Design bus_cycle_ctrl_flat, sky130hd; sources not shown.
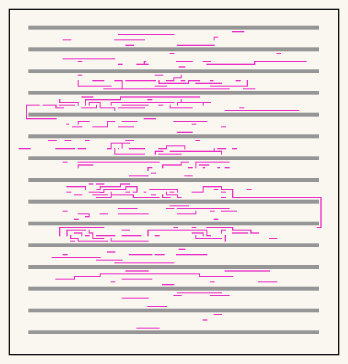
Fig. 1. Met1 routing.
Scale: 8 px per um. Supply wires on this layer in gray.
wire length on this layer = 477 um
longest straight run = 15.6 um
nets with wire on the layer = 88
share of all routed wire = 41%
main direction = horizontal
DR vias: 508
wirelength, routed: 1170 um
met1 Usage GRT: 20.0%

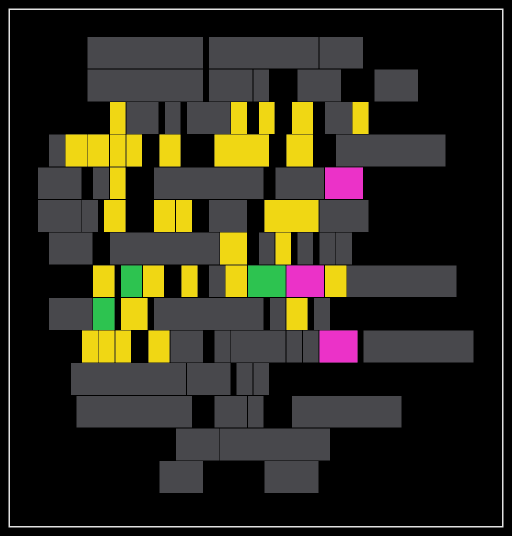
Fig. 2. Gate families picked out.
Scale: 12 px per um.
green -> aoi and oai cells  # cells 3
magenta -> xor and xnor cells  # cells 3
yellow -> nand cells  # cells 30
logic share of the area: 33.1%
fin cells: 104
most frequent logic cell in the layout: nand2_1

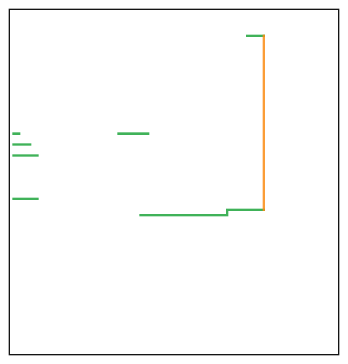
Fig. 3. Wiring by layer.
Scale: 8 px per um. Two of the layers only.
green -> M3  # wire length 30.6 um
orange -> M4  # wire length 21.8 um
WL/cell: 11.2 um
GRT Total Usage: 17.2%

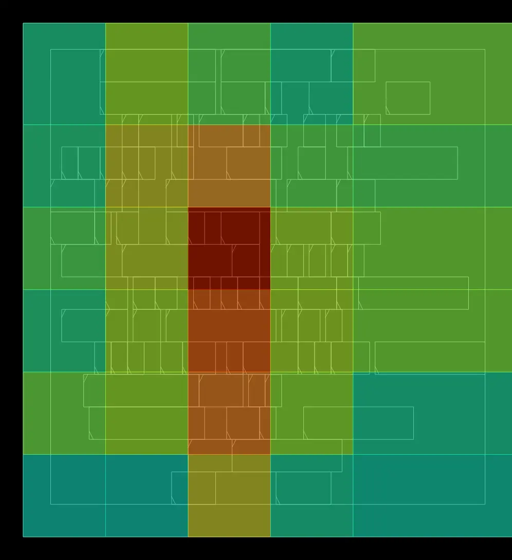
Fig. 4. Congestion heat map.
M2 GR Usage: 25.9%
fin util: 59.3%
GRT busiest layer: met2
GR Layer Usage met3: 4.71%

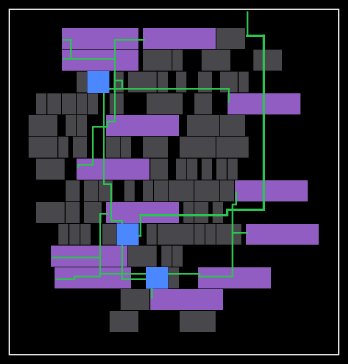
Fig. 5. Clock distribution.
Scale: 8 px per um.
purple -> flip-flops  # count 13
blue -> clock-net drivers  # count 3
green -> clock wires  # length 188 um
routed clock nets = 4
Late-Pin Clk Latency: 0.27 ns
Clk pwr share: 14.8%
Setup Skew: 0.00232 ns
Clk power: 143 uW

==> results_dict.tcl <==
# yosys + openroad results
set metrics [dict create \
    status "completed" \
    fmax_mhz 508 \
    cts_setup_buffers 0 \
    placed_cells 100 \
    yosys.cell_types.count 19 \
    cp-start-kind "flip-flop" \
    setup_tns_ns 0 \
    io_pins 13 \
    hpwl_um 880 \
    cp_num_buf_inv 1 \
    via_per_inst 4.88 \
    p_sw_uw 362 \
    path_clk_slew_ns 0.08 \
    cts_tree "yes" \
    cts.repair.resized 0 \
    drive_above_1_share_pct 20.5 \
    pre_cts_ws_ns 0.562 \
    largest_reg_flops 5 \
    nFillCells 129 \
    p_int_uw 605 \
    port_buffers 12 \
    crit_required_ns 1.67 \
    cellLeakagePower_nw 0.401 \
    final_hold_viol_count 0 \
    ant_nets 0 \
    drt_iter0_markers 7 \
    maxSlewHeadroom_pct 67.9 \
    synthToLayoutAreaGrowth_pct 25.4 \
    period_used_pct 88.4 \
    fin_area_um2 821 \
    ys.flops 13 \
    fp-utilization_pct 47.3 \
    crit_family "buffers and inverters" \
    grt_pass1_wl_um 1970 \
    p_per_area_nw_per_um2 1180 \
    antenna_found_initial 0 \
    critPathCaptureType "output port" \
    slew_violations 0 \
    worst-slew-pin-transition_ns 0.481 \
    ys_top_logic_family "simple AND/OR/NAND/NOR gates" \
    synth.cellmix.compoundShare_pct 4.21 \
    p_seq_uw 447 \
    fp_nets 81 \
    p_seq_share_pct 46.2 \
    synth_area_um2 654 \
    combPwrFrac_pct 39.0 \
    fp-row-count 14 \
    tool_warnings 27 \
]
-- logic make-up after synthesis --
group,after synthesis
XOR/XNOR,3
adder cells (fa/ha/maj),2
AND-OR/OR-AND,4
buffers and inverters,12
flip-flops,13
AND/OR/NAND/NOR,38
-- synthesized netlist by cell type, drive strengths merged --
cell   instances  share of area (%)
nand2         16                 10
nand3         12                9.2
inv           11                6.3
dfrtp          9                 34
nor2           7                5.2
dfstp          4                 16
ha             2                3.8
nand4          2                3.8
o21ai          2                1.5
xor2           2                2.7
a21oi          1                1.3
a31o           1                1.3
buf            1                1.7
or2            1               0.96
xnor2          1                1.3
-- layer usage --
metal | up-vias | routed length (um)
met5 | - | 0
met4 | 0 | 21
met3 | 2 | 30
met2 | 8 | 637
met1 | 236 | 476
li1 | 262 | -
-- cell type report --
| type | instances | area [um2] | area share [%] |
|---|---|---|---|
| flip-flops and latches | 13 | 330 | 40.2 |
| clock buffers | 4 | 26.3 | 3.20 |
| multi-input cells | 47 | 272 | 33.1 |
| well taps | 16 | 20.0 | 2.44 |
| plain buffers | 1 | 11.3 | 1.37 |
| inverters | 11 | 41.3 | 5.03 |
| repair buffers | 12 | 120 | 14.6 |
-- cell usage in the layout, fill, tap and decap left out --
cell type        netlist  routed
clkdlybuf4s50_1        0      12
nor2_4                 1       1
dfrtp_1                9       9
nand2_2                3       3
xor2_1                 2       2
nand2_1               13      13
or2_0                  1       1
a21oi_2                1       1
dfstp_2                4       4
ha_1                   2       2
nor2_1                 6       6
buf_6                  1       1
xnor2_1                1       1
inv_1                  9       9
nand3_1               12      12
nand4_2                2       2
a31o_2                 1       1
inv_2                  2       2
o21ai_0                1       1
clkbuf_4               0       3
o21ai_1                1       1
clkbuf_1               0       1
Power and IR drop assume default switching activity.
